[config.mk]
export PLATFORM = sky130hd
export DESIGN_NAME = regfile_write_arbiter_flat
export DESIGN_NICKNAME = d
export VERILOG_FILES = /design/src/rtl/regfile_write_arbiter_pkg.sv /design/src/rtl/regfile_write_arbiter_if.sv /design/src/rtl/regfile_write_arbiter_slot.sv /design/src/rtl/regfile_write_arbiter.sv /design/src/flat_wrapper.sv
export SDC_FILE = /design/constraint.sdc
export NUM_CORES = 1
export LEC_CHECK = 0
export CAP_MARGIN = 40
export CORE_MARGIN = 4
export CORE_UTILIZATION = 26
export DETAILED_ROUTE_END_ITERATION = 10
export GPL_ROUTABILITY_DRIVEN = 1
export GPL_TIMING_DRIVEN = 0
export HOLD_SLACK_MARGIN = 0.1
export SETUP_SLACK_MARGIN = 0.4
export SYNTH_ARGS = -nofsm -noshare
export SYNTH_HDL_FRONTEND = slang
export SYNTH_HIERARCHICAL = 1
export SYNTH_SLANG_ARGS = --single-unit
[constraint.sdc]
create_clock -name clk -period 3.49 [get_ports clk]
set_input_delay 0.698 -clock clk [delete_from_list [all_inputs] [get_ports clk]]
set_output_delay 0.698 -clock clk [all_outputs]
set_load 0.01 [all_outputs]
[src/rtl/regfile_write_arbiter_pkg.sv]
// Package regfile_arb_pkg: shared defaults, requester ids and age-stamp
// helpers for the register-file write arbiter.
package regfile_arb_pkg;

  localparam int ADDR_W_DEF   = 16;
  localparam int DATA_W_DEF   = 32;
  localparam int NUM_REGS_DEF = 32;
  localparam int AGE_W        = 2;

  typedef enum logic {
    REQ_A = 1'b0,
    REQ_B = 1'b1
  } req_id_e;

  // Cycles elapsed since a slot was stamped. A slot never waits more than
  // two cycles, so the 2-bit difference never wraps.
  function automatic logic [AGE_W-1:0] age_of(input logic [AGE_W-1:0] now_cnt,
                                              input logic [AGE_W-1:0] stamp);
    return now_cnt - stamp;
  endfunction

endpackage

[src/rtl/regfile_write_arbiter_if.sv]
// Bus between the two writeback requesters / register file and the arbiter.
//   slave  : arbiter side (takes requests, drives the write port)
//   master : environment side (requesters and register file)
// Optional macro REG_FWD_EN adds the forwarding lookup signals.
interface regfile_write_arbiter_if #(
  parameter int ADDR_W = 16,
  parameter int DATA_W = 32
);
  logic              reqValidA;
  logic              reqReadyA;
  logic [ADDR_W-1:0] reqAddrA;
  logic [DATA_W-1:0] reqDataA;
  logic              reqValidB;
  logic              reqReadyB;
  logic [ADDR_W-1:0] reqAddrB;
  logic [DATA_W-1:0] reqDataB;
  logic [ADDR_W-1:0] writeAddress;
  logic              writeEn;
  logic [DATA_W-1:0] writeData;
  logic              dropErr;
  logic              idle;
`ifdef REG_FWD_EN
  logic [ADDR_W-1:0] fwdAddrA;
  logic [ADDR_W-1:0] fwdAddrB;
  logic              fwdHitA;
  logic              fwdHitB;
  logic [DATA_W-1:0] fwdDataA;
  logic [DATA_W-1:0] fwdDataB;
`endif

  modport slave (
    input  reqValidA, reqAddrA, reqDataA,
    input  reqValidB, reqAddrB, reqDataB,
    output reqReadyA, reqReadyB,
    output writeAddress, writeEn, writeData, dropErr, idle
`ifdef REG_FWD_EN
    , input fwdAddrA, fwdAddrB
    , output fwdHitA, fwdHitB, fwdDataA, fwdDataB
`endif
  );

  modport master (
    output reqValidA, reqAddrA, reqDataA,
    output reqValidB, reqAddrB, reqDataB,
    input  reqReadyA, reqReadyB,
    input  writeAddress, writeEn, writeData, dropErr, idle
`ifdef REG_FWD_EN
    , output fwdAddrA, fwdAddrB
    , input fwdHitA, fwdHitB, fwdDataA, fwdDataB
`endif
  );
endinterface

[src/rtl/regfile_write_arbiter_slot.sv]
// write_slot: one-deep holding register for a pending register write.
// Ports: clk, reset (sync, active-high); load_i captures addr/data/stamp and
// sets full (load wins over clear so a slot can refill as it drains);
// clear_i empties the slot; full_o/addr_o/data_o/stamp_o expose contents.
module write_slot
  import regfile_arb_pkg::*;
#(
  parameter int ADDR_W = ADDR_W_DEF,
  parameter int DATA_W = DATA_W_DEF
) (
  input  logic              clk,
  input  logic              reset,
  input  logic              load_i,
  input  logic              clear_i,
  input  logic [ADDR_W-1:0] addr_i,
  input  logic [DATA_W-1:0] data_i,
  input  logic [AGE_W-1:0]  stamp_i,
  output logic              full_o,
  output logic [ADDR_W-1:0] addr_o,
  output logic [DATA_W-1:0] data_o,
  output logic [AGE_W-1:0]  stamp_o
);
  logic              full_q;
  logic [ADDR_W-1:0] addr_q;
  logic [DATA_W-1:0] data_q;
  logic [AGE_W-1:0]  stamp_q;

  always_ff @(posedge clk) begin
    if (reset) begin
      full_q  <= 1'b0;
      addr_q  <= '0;
      data_q  <= '0;
      stamp_q <= '0;
    end else if (load_i) begin
      full_q  <= 1'b1;
      addr_q  <= addr_i;
      data_q  <= data_i;
      stamp_q <= stamp_i;
    end else if (clear_i) begin
      full_q  <= 1'b0;
    end
  end

  assign full_o  = full_q;
  assign addr_o  = addr_q;
  assign data_o  = data_q;
  assign stamp_o = stamp_q;
endmodule

[src/rtl/regfile_write_arbiter.sv]
// regfile_write_arbiter: shares the register-file write port between
// requester A (ALU result) and B (memory load), oldest pending write first.
// Ports: clk, reset (sync, active-high), bus (regfile_write_arbiter_if.slave):
//   reqValid/Ready/Addr/Data A and B, registered writeAddress/writeEn/
//   writeData, dropErr pulse for out-of-range writes, idle.
// Optional macro REG_FWD_EN: forwarding lookups fwdAddrA/B -> fwdHitA/B,
// fwdDataA/B against pending slots and the in-flight write.
module regfile_write_arbiter
  import regfile_arb_pkg::*;
#(
  parameter int ADDR_W   = ADDR_W_DEF,
  parameter int DATA_W   = DATA_W_DEF,
  parameter int NUM_REGS = NUM_REGS_DEF
) (
  input  logic                    clk,
  input  logic                    reset,
  regfile_write_arbiter_if.slave  bus
);
  localparam logic [ADDR_W:0] NUM_REGS_LIM = (ADDR_W+1)'(NUM_REGS);

  function automatic logic in_range(input logic [ADDR_W-1:0] a);
    return {1'b0, a} < NUM_REGS_LIM;
  endfunction

  logic [AGE_W-1:0]  cnt_q;
  req_id_e           ptr_q, ptr_d;
  logic              we_q, we_d;
  logic              drop_q, drop_d;
  logic [ADDR_W-1:0] wa_q, wa_d;
  logic [DATA_W-1:0] wd_q, wd_d;

  logic              full_a, full_b;
  logic [ADDR_W-1:0] addr_a, addr_b;
  logic [DATA_W-1:0] data_a, data_b;
  logic [AGE_W-1:0]  stamp_a, stamp_b;
  logic [AGE_W-1:0]  age_a, age_b;
  logic              same_age, grant_a, grant_b, load_a, load_b;
  logic [ADDR_W-1:0] sel_addr;
  logic [DATA_W-1:0] sel_data;

  write_slot #(.ADDR_W(ADDR_W), .DATA_W(DATA_W)) u_slot_a (
    .clk(clk), .reset(reset), .load_i(load_a), .clear_i(grant_a),
    .addr_i(bus.reqAddrA), .data_i(bus.reqDataA), .stamp_i(cnt_q),
    .full_o(full_a), .addr_o(addr_a), .data_o(data_a), .stamp_o(stamp_a)
  );

  write_slot #(.ADDR_W(ADDR_W), .DATA_W(DATA_W)) u_slot_b (
    .clk(clk), .reset(reset), .load_i(load_b), .clear_i(grant_b),
    .addr_i(bus.reqAddrB), .data_i(bus.reqDataB), .stamp_i(cnt_q),
    .full_o(full_b), .addr_o(addr_b), .data_o(data_b), .stamp_o(stamp_b)
  );

  // Equal stamps only happen when both slots were loaded on the same edge.
  assign age_a    = age_of(cnt_q, stamp_a);
  assign age_b    = age_of(cnt_q, stamp_b);
  assign same_age = (stamp_a == stamp_b);
  assign grant_a  = full_a && (!full_b || (same_age ? (ptr_q == REQ_A) : (age_a > age_b)));
  assign grant_b  = full_b && !grant_a;

  assign bus.reqReadyA = !full_a || grant_a;
  assign bus.reqReadyB = !full_b || grant_b;
  assign load_a        = bus.reqValidA && bus.reqReadyA;
  assign load_b        = bus.reqValidB && bus.reqReadyB;

  assign sel_addr = grant_a ? addr_a : addr_b;
  assign sel_data = grant_a ? data_a : data_b;

  always_comb begin
    we_d   = 1'b0;
    drop_d = 1'b0;
    wa_d   = wa_q;
    wd_d   = wd_q;
    ptr_d  = ptr_q;
    if (grant_a || grant_b) begin
      if (in_range(sel_addr)) begin
        we_d = 1'b1;
        wa_d = sel_addr;
        wd_d = sel_data;
      end else begin
        drop_d = 1'b1;
      end
      if (full_a && full_b && same_age) begin
        ptr_d = (ptr_q == REQ_A) ? REQ_B : REQ_A;
      end
    end
  end

  always_ff @(posedge clk) begin
    if (reset) begin
      cnt_q  <= '0;
      ptr_q  <= REQ_A;
      we_q   <= 1'b0;
      drop_q <= 1'b0;
      wa_q   <= '0;
      wd_q   <= '0;
    end else begin
      cnt_q  <= cnt_q + 1'b1;
      ptr_q  <= ptr_d;
      we_q   <= we_d;
      drop_q <= drop_d;
      wa_q   <= wa_d;
      wd_q   <= wd_d;
    end
  end

  assign bus.writeEn      = we_q;
  assign bus.writeAddress = wa_q;
  assign bus.writeData    = wd_q;
  assign bus.dropErr      = drop_q;
  assign bus.idle         = !full_a && !full_b && !we_q;

`ifdef REG_FWD_EN
  // B is the newer slot if it was loaded later, or on the same edge while
  // the pointer still favours A (so B will issue after A).
  logic b_younger;
  assign b_younger = full_b && (!full_a || (same_age ? (ptr_q == REQ_A) : (age_b < age_a)));

  // Lowest priority assigned first so that later matches override.
  function automatic logic [DATA_W:0] fwd_lookup(input logic [ADDR_W-1:0] key);
    logic [DATA_W:0] res;
    logic            hit_a, hit_b;
    res   = '0;
    hit_a = full_a && (addr_a == key) && in_range(addr_a);
    hit_b = full_b && (addr_b == key) && in_range(addr_b);
    if (we_q && (wa_q == key)) res = {1'b1, wd_q};
    if (b_younger) begin
      if (hit_a) res = {1'b1, data_a};
      if (hit_b) res = {1'b1, data_b};
    end else begin
      if (hit_b) res = {1'b1, data_b};
      if (hit_a) res = {1'b1, data_a};
    end
    return res;
  endfunction

  assign {bus.fwdHitA, bus.fwdDataA} = fwd_lookup(bus.fwdAddrA);
  assign {bus.fwdHitB, bus.fwdDataB} = fwd_lookup(bus.fwdAddrB);
`endif
endmodule

[src/flat_wrapper.sv]
// flat-port wrapper written by rule: the top's interface ports become plain ports
module regfile_write_arbiter_flat import regfile_arb_pkg::*;
#(
  parameter int ADDR_W   = ADDR_W_DEF,
  parameter int DATA_W   = DATA_W_DEF,
  parameter int NUM_REGS = NUM_REGS_DEF
)
  (clk, reset, bus_reqValidA, bus_reqAddrA, bus_reqDataA, bus_reqValidB, bus_reqAddrB, bus_reqDataB, bus_reqReadyA, bus_reqReadyB, bus_writeAddress, bus_writeEn, bus_writeData, bus_dropErr, bus_idle);
  regfile_write_arbiter_if #(.ADDR_W(ADDR_W), .DATA_W(DATA_W)) bus_i ();
  input  logic clk;
  input  logic reset;
  input wire logic [$bits(bus_i.reqValidA)-1:0] bus_reqValidA;
  input wire logic [$bits(bus_i.reqAddrA)-1:0] bus_reqAddrA;
  input wire logic [$bits(bus_i.reqDataA)-1:0] bus_reqDataA;
  input wire logic [$bits(bus_i.reqValidB)-1:0] bus_reqValidB;
  input wire logic [$bits(bus_i.reqAddrB)-1:0] bus_reqAddrB;
  input wire logic [$bits(bus_i.reqDataB)-1:0] bus_reqDataB;
  output wire logic [$bits(bus_i.reqReadyA)-1:0] bus_reqReadyA;
  output wire logic [$bits(bus_i.reqReadyB)-1:0] bus_reqReadyB;
  output wire logic [$bits(bus_i.writeAddress)-1:0] bus_writeAddress;
  output wire logic [$bits(bus_i.writeEn)-1:0] bus_writeEn;
  output wire logic [$bits(bus_i.writeData)-1:0] bus_writeData;
  output wire logic [$bits(bus_i.dropErr)-1:0] bus_dropErr;
  output wire logic [$bits(bus_i.idle)-1:0] bus_idle;
  assign bus_i.reqValidA = bus_reqValidA;
  assign bus_i.reqAddrA = bus_reqAddrA;
  assign bus_i.reqDataA = bus_reqDataA;
  assign bus_i.reqValidB = bus_reqValidB;
  assign bus_i.reqAddrB = bus_reqAddrB;
  assign bus_i.reqDataB = bus_reqDataB;
  assign bus_reqReadyA = bus_i.reqReadyA;
  assign bus_reqReadyB = bus_i.reqReadyB;
  assign bus_writeAddress = bus_i.writeAddress;
  assign bus_writeEn = bus_i.writeEn;
  assign bus_writeData = bus_i.writeData;
  assign bus_dropErr = bus_i.dropErr;
  assign bus_idle = bus_i.idle;
  regfile_write_arbiter #(.ADDR_W(ADDR_W), .DATA_W(DATA_W), .NUM_REGS(NUM_REGS)) u_core (.clk(clk), .reset(reset), .bus(bus_i));
endmodule
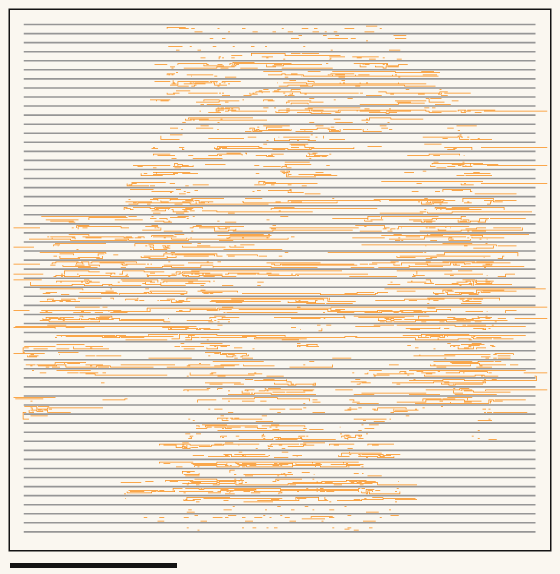
(images/layer_met1.png)
Bar = 50 um. Supply wires on this layer in grey.
wire length on this layer = 8420 um
main direction = horizontal
nets with wire on the layer = 781

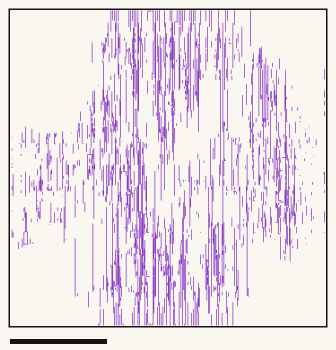
(images/layer_met2.png)
Bar = 50 um.
longest straight run = 56.1 um
main direction = vertical
wire length on this layer = 8580 um
share of all routed wire = 47%
nets with wire on the layer = 738
DR vias: 4808
GR Util met2: 0.230
final wirelength: 18400 um

-- layer usage --
layer  vias up  part of all wire  global-route usage
li1       2410                 -                   -
met4         0             0.012              0.0404
met3        13             0.063              0.0457
met5         -                 0                   0
met1      2275              0.46               0.180
met2       110              0.47               0.230
-- what timing repair did --
item                                   in CTS  in global routing
endpoints found under the hold margin       0                  0
gates resized                              27                  7
setup endpoints to repair                  72                 22
pin swaps                                   5                  4
buffers inserted                            4                  1
hold buffers                                0                  0
-- sequential cells by signal, indices dropped and copies added, names as in the netlist --
name	flops
u_core/bus.writeAddress	16
u_core/u_slot_b/full_o	1
u_core/u_slot_a/addr_o	16
u_core/bus.writeData	32
u_core/u_slot_b/stamp_o	2
u_core/u_slot_b/addr_o	16
u_core/u_slot_a/full_o	1
u_core/u_slot_a/stamp_o	2
u_core/bus.dropErr	1
u_core/u_slot_b/data_o	32
u_core/ptr_q	1
u_core/u_slot_a/data_o	32
u_core/cnt_q	2
u_core/bus.writeEn	1
-- cells by family (layout without fill, tap and decap cells) --
family / count (synthesis) / count (layout) / synth area share
adder cells (fa/ha/maj): 4 / 4 / 0.00810
buffers and inverters: 57 / 245 / 0.0610
other: 0 / 1 / 0
AND-OR/OR-AND: 45 / 45 / 0.0764
flip-flops: 155 / 155 / 0.502
XOR/XNOR: 8 / 8 / 0.0113
AND/OR/NAND/NOR: 215 / 215 / 0.177
multiplexers: 101 / 101 / 0.164
-- final cells by class --
cell class                 instances  area, um^2
tap                              319         399
fill                            2366       14600
inverter                           6        25.0
timing repair buffer             156        1560
clock buffer                      23         468
antenna                            1        2.50
sequential                       155        3110
multi-input combinational        373        2750
clock inverter                     9         114
buffer                            51         378
==> results.ini <==
[cells_and_area]
syn_to_final_growth_pct=42.7
finalInstanceArea_mm2=0.00881
layout.nets=864
mostFrequentLayoutCell=dfxtp_1
final_cells=1093
final_util=0.377

[cts]
clk_latency_ps=420
cts.htree.levels=4
clock_path_buffers=2

[sta]
drv_slew=0
fin_crit_sh=0.922
clock_skew_ps=9.77
holdWs_ps=471
worst_slew_pin_slew_ps=843

[detailed_routing]
vias_per_cell=4.40
drc_errors=0
drt_first_pass_iters=4
drt_iter0_markers=183
postRouteAntennaNets=0
wl_per_cell_um=16.8

[critical_path]
r2r_setup_slack_ps=560
crit_cells=12
cp_slowest_stage_delay_ps=360
cp_slowest_cell=dfxtp_4
arrival_ps=2520
critPathBufInv=4
worstReg2RegEnd=u_core/u_slot_b/data_o[27]
cp_max_fo=2
critPathKind=flip-flop to primary output
end_kind=primary output
crit_chain=inv_4 -> ha_4 -> xor2_2 -> xnor2_1 -> ha_1 -> nor2b_1 -> o221a_2 -> o21ai_4 -> inv_2 -> clkbuf_16 -> nand2_8 -> buf_6
start_kind=flip-flop

[logic_synthesis]
ys_types=35
synthTopCellsByCount=dfxtp_1, nor2_1, mux2i_1
postSynthSeqShare=0.502
topCellsByArea=dfxtp_1, mux2i_1, or3_1
edf_count=0
ys.flops=155
synthCells=585
ys_async_sr_fraction=0
synth_area_per_cell_um2=10.6
yosys_area_mm2=0.00618

[run]
warnings=28

[hold_path]
hp-start=u_core/bus.writeAddress[9]
worstHoldPathType=flip-flop to flip-flop
whs_endpoint=u_core/bus.writeAddress[9]
hold_path_depth=1

[placed_design]
gp_congestion=0.752
dp_cells=1055
dp_slack_ps=-304
hpwl_um=13100

[power_and_ir_drop]
swShare=0.253
power_leakage_nw=3.46
p_int_mw=3.38
finalPower_mw=4.52
power.density_mw_per_mm2=513
peakVddDrop_v=0.000313
clkPwrFrac=0.406
p_comb_frac=0.160

[grt]
grt_overflow=0
grt_pass1_wl_um=28500
globalRouteTotalUtil=0.141

[die]
chip_area_mm2=0.0263
fp.coreArea_mm2=0.0234
ioPinCount=153
die_y_um=162

[run_status]
outcome=completed

